[config.mk]
export PLATFORM = sky130hd
export DESIGN_NAME = uart_rx_engine_flat
export DESIGN_NICKNAME = d
export VERILOG_FILES = /design/src/rtl/uart_rx_engine_if.sv /design/src/rtl/uart_rx_engine.sv /design/src/flat_wrapper.sv
export SDC_FILE = /design/constraint.sdc
export NUM_CORES = 1
export LEC_CHECK = 0
export ABC_AREA = 1
export CAP_MARGIN = 15
export CELL_PAD_IN_SITES_DETAIL_PLACEMENT = 1
export CELL_PAD_IN_SITES_GLOBAL_PLACEMENT = 1
export CORE_MARGIN = 1.5
export CORE_UTILIZATION = 40
export CTS_CLUSTER_SIZE = 40
export DETAILED_ROUTE_END_ITERATION = 6
export PLACE_DENSITY = 0.87
export SLEW_MARGIN = 5
export SYNTH_ARGS = -nofsm -noshare
export SYNTH_HDL_FRONTEND = slang
export SYNTH_SLANG_ARGS = --single-unit
[constraint.sdc]
create_clock -name clk -period 2.02 [get_ports clk]
set_clock_uncertainty 0.1 [all_clocks]
set_input_delay 0.303 -clock clk [delete_from_list [all_inputs] [get_ports clk]]
set_output_delay 0.303 -clock clk [all_outputs]
set_load 0.02 [all_outputs]
[src/rtl/uart_rx_engine_if.sv]
// rtl/uart_rx_engine_if.sv - received-frame result bundle from the UART receive engine
interface uart_rx_engine_if #(
  parameter int DATA_W = 8
);
  logic [DATA_W-1:0] rx_data;
  logic              rx_valid;
  logic              parity_err;
  logic              frame_err;
  logic              break_det;
  logic              busy;

  modport master (
    output rx_data, rx_valid, parity_err, frame_err, break_det, busy
  );

  modport slave (
    input rx_data, rx_valid, parity_err, frame_err, break_det, busy
  );
endinterface

[src/rtl/uart_rx_engine.sv]
// rtl/uart_rx_engine.sv - oversampled UART receiver with parity, stop and break checks
module uart_rx_engine #(
  parameter int DATA_W_MAX = 8,
  parameter int OVERSAMPLE = 16
) (
  input  logic                 clk,
  input  logic                 resetn,
  input  logic                 rx_tick,
  input  logic                 rxd,
  input  logic [1:0]           cfg_data_bits,
  input  logic                 cfg_parity_en,
  input  logic                 cfg_parity_odd,
  input  logic                 cfg_stop2,
  uart_rx_engine_if.master     rx
);
  localparam int TW = $clog2(OVERSAMPLE);
  localparam logic [TW-1:0] TICK_MID  = TW'(OVERSAMPLE / 2 - 1);
  localparam logic [TW-1:0] TICK_LAST = TW'(OVERSAMPLE - 1);
  localparam logic [TW-1:0] TICK_ONE  = TW'(1);

  typedef enum logic [2:0] {
    S_IDLE, S_START, S_DATA, S_PARITY, S_STOP, S_WAIT_HIGH
  } state_t;

  state_t                state;
  logic                  rxd_m, rxd_s;
  logic [TW-1:0]         tick_cnt;
  logic [2:0]            bit_cnt;
  logic [1:0]            bits_l;
  logic                  par_en_l, par_odd_l, stop2_l;
  logic [DATA_W_MAX-1:0] shift_r;
  logic                  par_acc, par_bit, par_err_acc, stop_low;
  logic [DATA_W_MAX-1:0] rx_data_r;
  logic                  rx_valid_r, parity_err_r, frame_err_r, break_r;
  logic                  stop_fail;

  // Frame error folds in the first stop bit (two-stop mode) and the one sampled now.
  assign stop_fail = stop_low | ~rxd_s;

  always_ff @(posedge clk) begin
    if (!resetn) begin
      state        <= S_IDLE;
      rxd_m        <= 1'b1;
      rxd_s        <= 1'b1;
      tick_cnt     <= '0;
      bit_cnt      <= '0;
      bits_l       <= '0;
      par_en_l     <= 1'b0;
      par_odd_l    <= 1'b0;
      stop2_l      <= 1'b0;
      shift_r      <= '0;
      par_acc      <= 1'b0;
      par_bit      <= 1'b0;
      par_err_acc  <= 1'b0;
      stop_low     <= 1'b0;
      rx_data_r    <= '0;
      rx_valid_r   <= 1'b0;
      parity_err_r <= 1'b0;
      frame_err_r  <= 1'b0;
      break_r      <= 1'b0;
    end else begin
      rxd_m      <= rxd;
      rxd_s      <= rxd_m;
      rx_valid_r <= 1'b0;
      if (rx_tick) begin
        case (state)
          S_IDLE: begin
            if (!rxd_s) begin
              state    <= S_START;
              tick_cnt <= '0;
            end
          end
          S_START: begin
            if (tick_cnt == TICK_MID) begin
              if (rxd_s) begin
                state <= S_IDLE;
              end else begin
                bits_l      <= cfg_data_bits;
                par_en_l    <= cfg_parity_en;
                par_odd_l   <= cfg_parity_odd;
                stop2_l     <= cfg_stop2;
                tick_cnt    <= '0;
                bit_cnt     <= '0;
                shift_r     <= '0;
                par_acc     <= 1'b0;
                par_bit     <= 1'b0;
                par_err_acc <= 1'b0;
                stop_low    <= 1'b0;
                state       <= S_DATA;
              end
            end else begin
              tick_cnt <= tick_cnt + TICK_ONE;
            end
          end
          S_DATA: begin
            tick_cnt <= tick_cnt + TICK_ONE;
            if (tick_cnt == TICK_LAST) begin
              shift_r[bit_cnt] <= rxd_s;
              par_acc          <= par_acc ^ rxd_s;
              bit_cnt          <= bit_cnt + 3'd1;
              // Last index is length-1, i.e. 4..7 for 5..8 data bits.
              if (bit_cnt == {1'b1, bits_l}) begin
                bit_cnt <= '0;
                state   <= par_en_l ? S_PARITY : S_STOP;
              end
            end
          end
          S_PARITY: begin
            tick_cnt <= tick_cnt + TICK_ONE;
            if (tick_cnt == TICK_LAST) begin
              par_bit     <= rxd_s;
              par_err_acc <= par_acc ^ rxd_s ^ par_odd_l;
              state       <= S_STOP;
            end
          end
          S_STOP: begin
            tick_cnt <= tick_cnt + TICK_ONE;
            if (tick_cnt == TICK_LAST) begin
              if (stop2_l && bit_cnt == 3'd0) begin
                stop_low <= ~rxd_s;
                bit_cnt  <= 3'd1;
              end else begin
                rx_data_r    <= shift_r;
                parity_err_r <= par_err_acc;
                frame_err_r  <= stop_fail;
                break_r      <= stop_fail && (shift_r == '0) && !(par_en_l && par_bit);
                rx_valid_r   <= 1'b1;
                bit_cnt      <= '0;
                state        <= rxd_s ? S_IDLE : S_WAIT_HIGH;
              end
            end
          end
          S_WAIT_HIGH: begin
            if (rxd_s) state <= S_IDLE;
          end
          default: state <= S_IDLE;
        endcase
      end
    end
  end

  assign rx.rx_data    = rx_data_r;
  assign rx.rx_valid   = rx_valid_r;
  assign rx.parity_err = parity_err_r;
  assign rx.frame_err  = frame_err_r;
  assign rx.break_det  = break_r;
  assign rx.busy       = (state != S_IDLE);
endmodule

[src/flat_wrapper.sv]
// flat-port wrapper written by rule: the top's interface ports become plain ports
module uart_rx_engine_flat 
#(
  parameter int DATA_W_MAX = 8,
  parameter int OVERSAMPLE = 16
)
  (clk, resetn, rx_tick, rxd, cfg_data_bits, cfg_parity_en, cfg_parity_odd, cfg_stop2, rx_rx_data, rx_rx_valid, rx_parity_err, rx_frame_err, rx_break_det, rx_busy);
  uart_rx_engine_if rx_i ();
  input  logic clk;
  input  logic resetn;
  input  logic rx_tick;
  input  logic rxd;
  input  logic [1:0] cfg_data_bits;
  input  logic cfg_parity_en;
  input  logic cfg_parity_odd;
  input  logic cfg_stop2;
  output wire logic [$bits(rx_i.rx_data)-1:0] rx_rx_data;
  output wire logic [$bits(rx_i.rx_valid)-1:0] rx_rx_valid;
  output wire logic [$bits(rx_i.parity_err)-1:0] rx_parity_err;
  output wire logic [$bits(rx_i.frame_err)-1:0] rx_frame_err;
  output wire logic [$bits(rx_i.break_det)-1:0] rx_break_det;
  output wire logic [$bits(rx_i.busy)-1:0] rx_busy;
  assign rx_rx_data = rx_i.rx_data;
  assign rx_rx_valid = rx_i.rx_valid;
  assign rx_parity_err = rx_i.parity_err;
  assign rx_frame_err = rx_i.frame_err;
  assign rx_break_det = rx_i.break_det;
  assign rx_busy = rx_i.busy;
  uart_rx_engine #(.DATA_W_MAX(DATA_W_MAX), .OVERSAMPLE(OVERSAMPLE)) u_core (.clk(clk), .resetn(resetn), .rx_tick(rx_tick), .rxd(rxd), .cfg_data_bits(cfg_data_bits), .cfg_parity_en(cfg_parity_en), .cfg_parity_odd(cfg_parity_odd), .cfg_stop2(cfg_stop2), .rx(rx_i));
endmodule
==> flow_metrics.py, run 1 <==
# Metrics from the implementation run
metrics = {
    "clock_network": {
        "cts.clk_slew.worst_paths_ns": 0.09,
        "cts_buffer_depth": 2,
        "htree_levels": 2,
        "cts_buffers": 5,
    },
    "outcome": {
        "outcome": "completed",
    },
    "setup_path": {
        "worstPathMaxFanout": 9,
        "cp_common_cell": "nand3_1",
        "cp_cell_sequence": "ha_1 > nand3_1 > nand3_1 > nand2_2 > nor2_8 > nand2_1 > o21ai_0 > nor2_1",
        "critPathRequiredTime_ns": 2.12,
        "worst-r2r-cell-count": 8,
        "critical_path_class": "flip-flop to flip-flop",
        "critPathArrivalTime_ns": 1.95,
        "worst_setup_path_end_kind": "flip-flop",
        "cp_slowest_stage_delay_ns": 0.36,
    },
    "job": {
        "tool_warnings": 27,
        "drv_cap": 0,
    },
    "yosys": {
        "floorplan.nets": 350,
        "yosys_warnings": 0,
    },
    "cells_and_area": {
        "fin_cells": 436,
        "syn2layout_area_growth_pct": 18.6,
        "drive_gt1_share_pct": 9.84,
        "fill_cells": 710,
    },
    "placement": {
        "place_congestion": 0.959,
    },
    "routing": {
        "routed_via_density": 5.14,
        "drc": 0,
    },
    "power_and_ir_drop": {
        "power_density_nw_per_um2": 1110,
        "p_total_w": 0.00289,
    },
    "sta": {
        "setup_tns_ns": 0,
        "setup_ws_ns": 0.172,
        "period_used_pct": 91.5,
        "maxSlewViolCount": 0,
        "relSlewSlack_pct": 66.9,
    },
    "worst_hold_path": {
        "hp-class": "flip-flop to flip-flop",
    },
}
[run 1: cells in the mapped netlist]
library cell  number  share of area [%]
a21oi_1           27                6.1
buf_2              5                1.1
buf_4              1               0.34
buf_6              2                1.0
clkbuf_1           4               0.68
clkinv_1           1               0.17
dfxtp_1           41                 37
ha_1               3                1.7
inv_1             38                6.5
inv_2              3               0.51
nand2_1           77                 13
nand2_2            2               0.57
nand3_1           39                8.9
nand4_1           13                3.7
nor2_1            45                7.7
nor2_2             2               0.57
nor2_4             1               0.51
nor2_8             1               0.91
nor3_1             1               0.23
nor4_1             1               0.28
o21a_1             1               0.34
o21ai_0           23                5.2
o21ai_2            1               0.40
or2_2              3               0.85
xnor2_1            1               0.40
xor2_1             2               0.80
[run 1: layer usage]
metal	routed length [um]	global-route usage, %	up-vias
li1	-	-	1142
met1	2780	27.6	1052
met2	2790	34.5	40
met3	228	3.57	5
met4	59	6.00	0
met5	0	0	-
[run 1: stage by stage]
step                      utilization [%]  hold WS, ns
after floorplan                         -        0.293
after global placement               48.1        0.297
after detailed placement             48.1        0.302
after CTS                            49.8        0.322
after global routing                 50.1        0.333
final                                50.1        0.320
[run 1: cells by family (layout without fill, tap and decap cells)]
logic type               after synthesis  after routing  synth area share, %
adder cells (fa/ha/maj)                3              3                 1.71
buffers and inverters                 54             81                 10.4
AND/OR/NAND/NOR                      185            186                 37.3
XOR/XNOR                               3              3                 1.19
flip-flops                            41             41                 37.3
AND-OR/OR-AND                         52             52                 12.1
[run 1: critical path, delay by kind of cell, from the launching register on]
kind                       cells  cell delay (ns)
AOI/OAI and AO/OA              1             0.18
DFF                            1             0.36
and+or+nand+nor                6             0.86
adders and majority gates      1             0.24
[run 1: worst max-delay path by stage]
stage | end | slack (ns)
finish | u_core.par_acc$_SDFFE_PN0P_ | 0.17
detailed placement | u_core.par_acc$_SDFFE_PN0P_ | 0.14
global placement | u_core.stop2_l$_SDFFE_PN0P_ | 0.24
CTS | rx_busy | 0.04
global route | u_core.shift_r[6]$_SDFFE_PN0P_ | 0.05
floorplan | u_core.shift_r[7]$_SDFFE_PN0P_ | 0.42
[run 1: registers in the layout (all words and copies together), names as in the netlist, 2 cells and up]
name	count
u_core.rx.rx_data	8
u_core.state	3
u_core.bit_cnt	3
u_core.shift_r	8
u_core.bits_l	2
u_core.tick_cnt	4
[run 1: timing repair]
action                     in CTS  in global routing
buffers inserted                0                  0
setup endpoints to repair       1                  3
gates resized                   2                  3
pin swaps                       0                  2
gates cloned                    0                  1
[run 1: where the power goes]
group | total, W | switching (W) | internal (W) | leakage [nW]
combinational | 0.00137 | 0.000934 | 0.000433 | 0.764
sequential | 0.000977 | 0.0000945 | 0.000883 | 0.333
clock | 0.000542 | 0.000303 | 0.000239 | 0.0439
total | 0.00289 | 0.00133 | 0.00155 | 1.14
[run 1: area by class of cell]
| type | count | area [um2] | share of cell area, % |
|---|---|---|---|
| clock buffers | 5 | 68.8 | 2.64 |
| clock inverters | 3 | 17.5 | 0.671 |
| inverters | 42 | 158 | 6.04 |
| multi-input cells | 244 | 1160 | 44.7 |
| flip-flops and latches | 41 | 825 | 31.6 |
| well taps | 70 | 87.6 | 3.36 |
| repair buffers | 31 | 288 | 11.0 |
Figure 1. The clock network (run 1).
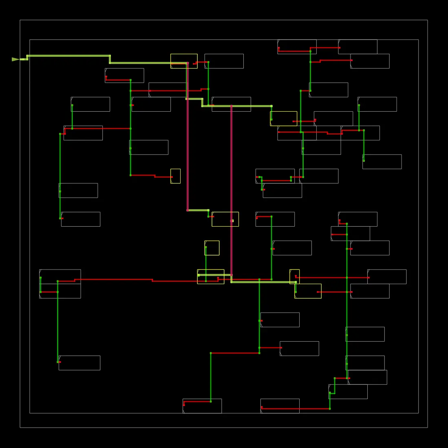
CTS Sinks: 41
# clk buffers: 5
Clk power: 0.000542 W

Figure 2. Cell classes on the final placement (run 1).
Drawn at 4 px/um.
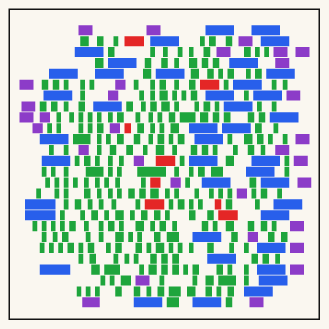
[blue] flip-flops | cells: 41 | share of their area: 33%
[red] clock drivers and dummy loads | cells: 8 | share of their area: 3.4%
[purple] other buffers and delay cells | cells: 31 | share of their area: 11%
[green] all other logic | cells: 286 | share of their area: 52%
flop share of the area: 31.6%
CORE AREA: 5200 um2
std cell rows: 26
design area: 2610 um2
fin util: 50.1%

Figure 3. Clock wires, drivers and flops (run 1).
Drawn at 6 px/um.
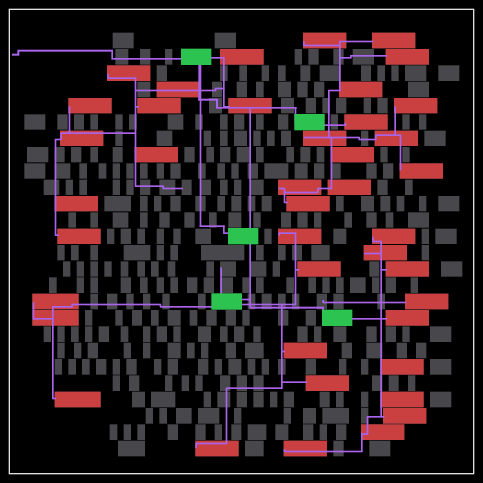
[purple] clock wires | length: 543 um
[red] flip-flops | count: 41
[green] cells driving clock nets | count: 5
routed clock nets: 6
flops lie: all over the die
Clock Latency Late Sink: 0.30 ns
clock network power share: 18.8%

Figure 4. The metal 3 layer (run 1).
Drawn at 4 px/um. Cells faint in the background.
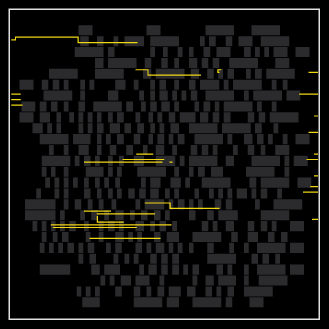
share of all routed wire: 3.9%
main direction: horizontal
longest straight run: 29.9 um
total wire length: 5860 um
routing usage on met3: 3.57%
Vias: 2239

Figure 5. Wires at chosen ports, followed through buffers (run 1).
Drawn at 6 px/um.
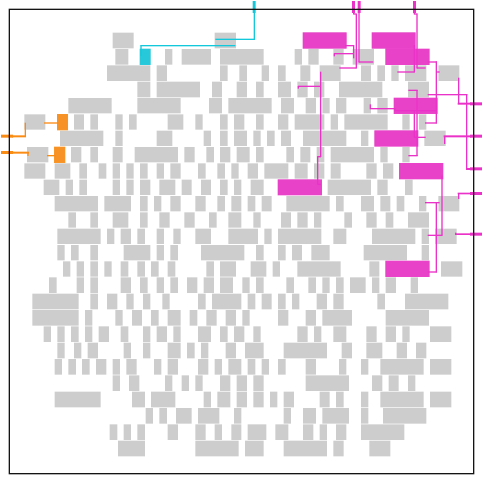

## Run 2: what changed since run 1
CORE_MARGIN = not set   (was 1.5)
SLEW_MARGIN = not set   (was 5)
Figure 6. Wires at chosen ports, followed through buffers (run 2).
Drawn at 6 px/um.
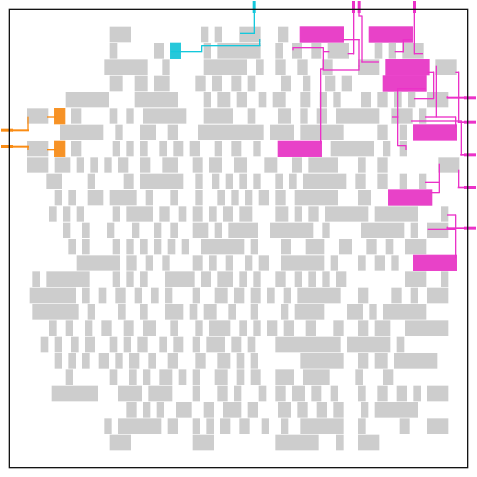
[cyan] cfg_stop2 | direction: input | edge: top | end cells: 1 | buffers: 1 | wire: 22.6 um
[orange] cfg_data_bits | direction: input | edge: left | end cells: 2 | buffers: 2 | wire: 10.5 um
[magenta] rx_rx_data | direction: output | edge: 5 right, 3 top | end cells: 8 | buffers: 8 | wire: 167 um
I/O pin count: 22
I/O Buffers: 21

Figure 7. Cell classes on the final placement (run 2).
Drawn at 4 px/um.
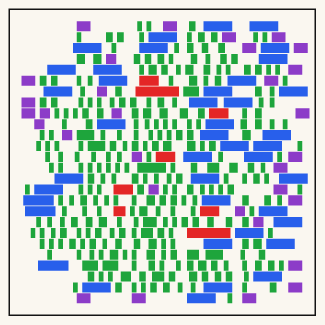
[purple] other buffers and delay cells | cells: 31 | share of their area: 11%
[blue] flip-flops | cells: 41 | share of their area: 32%
[red] clock drivers and dummy loads | cells: 8 | share of their area: 5.3%
[green] all other logic | cells: 286 | share of their area: 52%
fin util: 51.2%
flop share of the area: 30.9%

Figure 8. The metal 3 layer (run 2).
Drawn at 4 px/um. Cells faint in the background.
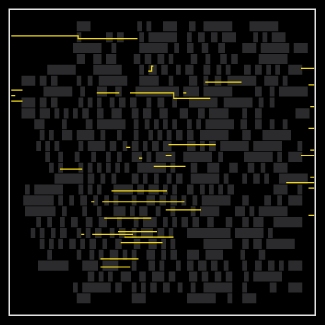
longest straight run: 20.2 um
share of all routed wire: 3.7%
main direction: horizontal
routing usage on met3: 5.15%
total wire length: 6250 um
Vias: 2269

==> flow_metrics.py, run 2 <==
# Metrics from the implementation run
metrics = {
    "sta": {
        "hold_ws_ns": 0.320,
        "setup_tns_ns": 0,
        "maxSlewViolCount": 0,
        "period_used_pct": 97.4,
        "relSlewSlack_pct": 65.4,
    },
    "yosys": {
        "async_flop_share_pct": 0,
        "edf_count": 0,
        "synthTopCellsByArea": "dfxtp_1 37%, nand2_1 13%, nand3_1 8.9%",
        "top_area_cell": "dfxtp_1",
        "most_common_cell": "nand2_1",
        "flop_cell": "dfxtp_1",
        "synthTopCellsByCount": "77 x nand2_1, 45 x nor2_1, 41 x dfxtp_1, 39 x nand3_1, 38 x inv_1",
        "floorplan.nets": 350,
    },
    "setup_path": {
        "critPathBufInv": 2,
        "critPathArrivalTime_ns": 1.56,
        "cp_cell_sequence": "inv_1 > nand2_1 > clkdlybuf4s50_1",
        "cp_slowest_stage_delay_ns": 0.59,
        "worst-r2r-cell-count": 7,
        "crit_family": "buffers and inverters",
        "critPathRequiredTime_ns": 1.62,
        "worstPathMaxFanout": 8,
    },
    "clock_network": {
        "clkLatencyLatePin_ns": 0.30,
        "htree_levels": 2,
        "cts_buffers": 5,
        "cts_buffer_depth": 2,
        "numClockSinks": 41,
        "cts.clk_slew.worst_paths_ns": 0.09,
    },
    "power_and_ir_drop": {
        "switching_share_pct": 43.5,
        "p_clk_share_pct": 25.2,
        "comb_power_share_pct": 44.2,
        "power_density_nw_per_um2": 1210,
        "p_sw_w": 0.00140,
    },
    "routing": {
        "routed_via_density": 5.20,
        "drc": 0,
    },
    "cells_and_area": {
        "drive_gt1_share_pct": 10.1,
        "fill_cells": 701,
        "flop_area_um2": 825,
        "fin_cells": 436,
    },
    "outcome": {
        "outcome": "completed",
    },
    "placement": {
        "place_congestion": 0.965,
    },
    "job": {
        "drv_cap": 0,
    },
    "floorplan": {
        "coreArea_um2": 5200,
        "rows": 26,
    },
    "worst_hold_path": {
        "hp-class": "flip-flop to flip-flop",
    },
}
==> run 2: netlist changes by cell type in the layout (fill, tap and decap cells not counted) <==
cell,before,now
bufinv_16,0,2
clkinv_2,2,0
clkdlybuf4s50_1,20,21
clkinvlp_4,1,0
dlymetal6s2s_1,1,0
inv_6,0,1
nand3_1,39,38
nand3_2,0,1
nor2_2,2,1
nor2_4,2,3
==> run 2: kinds of logic (layout without fill, tap and decap cells) <==
kind of cell | Yosys count | after routing | share of synthesized area, %
AOI/OAI and AO/OA | 52 | 52 | 12.1
xor gates and xnor gates | 3 | 3 | 1.19
adders and majority gates | 3 | 3 | 1.71
buffers and inverters | 54 | 81 | 10.4
DFF | 41 | 41 | 37.3
and+or+nand+nor | 185 | 186 | 37.3
==> run 2: through the flow <==
stage          setup WS [ns]  total power (W)  utilization (%)
4_1_cts               0.0165          0.00318             50.8
6_report              0.0529          0.00323             51.2
3_5_place_dp           0.180          0.00232             48.1
2_1_floorplan          0.417          0.00201                -
5_1_grt               0.0146          0.00346             51.2
3_3_place_gp           0.240          0.00227             48.1
==> run 2: layer usage <==
layer / vias to the layer above / GRT usage (%) / part of all wire, %
met5: - / 0 / 0
met1: 1060 / 27.1 / 45
li1: 1146 / - / -
met3: 16 / 5.15 / 3.7
met4: 0 / 9.04 / 2.7
met2: 47 / 39.8 / 48
==> run 2: worst max path at each step <==
stage | endpoint | cells after the start | slack [ns]
floorplan | u_core.shift_r[7]$_SDFFE_PN0P_ | 9 | 0.42
global placement | u_core.stop2_l$_SDFFE_PN0P_ | 5 | 0.24
detailed placement | u_core.par_acc$_SDFFE_PN0P_ | 6 | 0.18
CTS | rx_busy | 3 | 0.02
global route | rx_busy | 3 | 0.01
finish | rx_busy | 3 | 0.05
==> run 2: worst reg2reg max path: cells and delay by family (launching register included) <==
kind,cells,cell delay [ns]
AND/OR/NAND/NOR,5,0.84
AND-OR/OR-AND,1,0.19
flip-flops,1,0.36
adder cells (fa/ha/maj),1,0.22
==> run 2: final cells by class <==
type | instances | share of cell area (%)
multi-input cells | 244 | 44.0
flip-flops and latches | 41 | 30.9
repair buffers | 31 | 10.7
inverters | 42 | 5.91
well taps | 70 | 3.28
clock buffers | 5 | 2.58
clock inverters | 3 | 2.58
==> run 2: power groups by stage <==
| stage | registers, W | logic [W] | clock network [W] |
|---|---|---|---|
| after CTS | 0.000975 | 0.00138 | 0.000826 |
| final | 0.000987 | 0.00143 | 0.000813 |
| after detailed placement | 0.000990 | 0.00133 | 0 |
| after floorplan | 0.000939 | 0.00108 | 0 |
| after global routing | 0.00100 | 0.00160 | 0.000859 |
| after global placement | 0.000984 | 0.00129 | 0 |
==> run 2: what timing repair did <==
action,4_1_cts,5_1_grt
gates cloned,0,1
pin swaps,0,1
gates resized,2,4
hold buffers,0,0
setup endpoints to repair,1,5
Power and IR drop assume default switching activity.
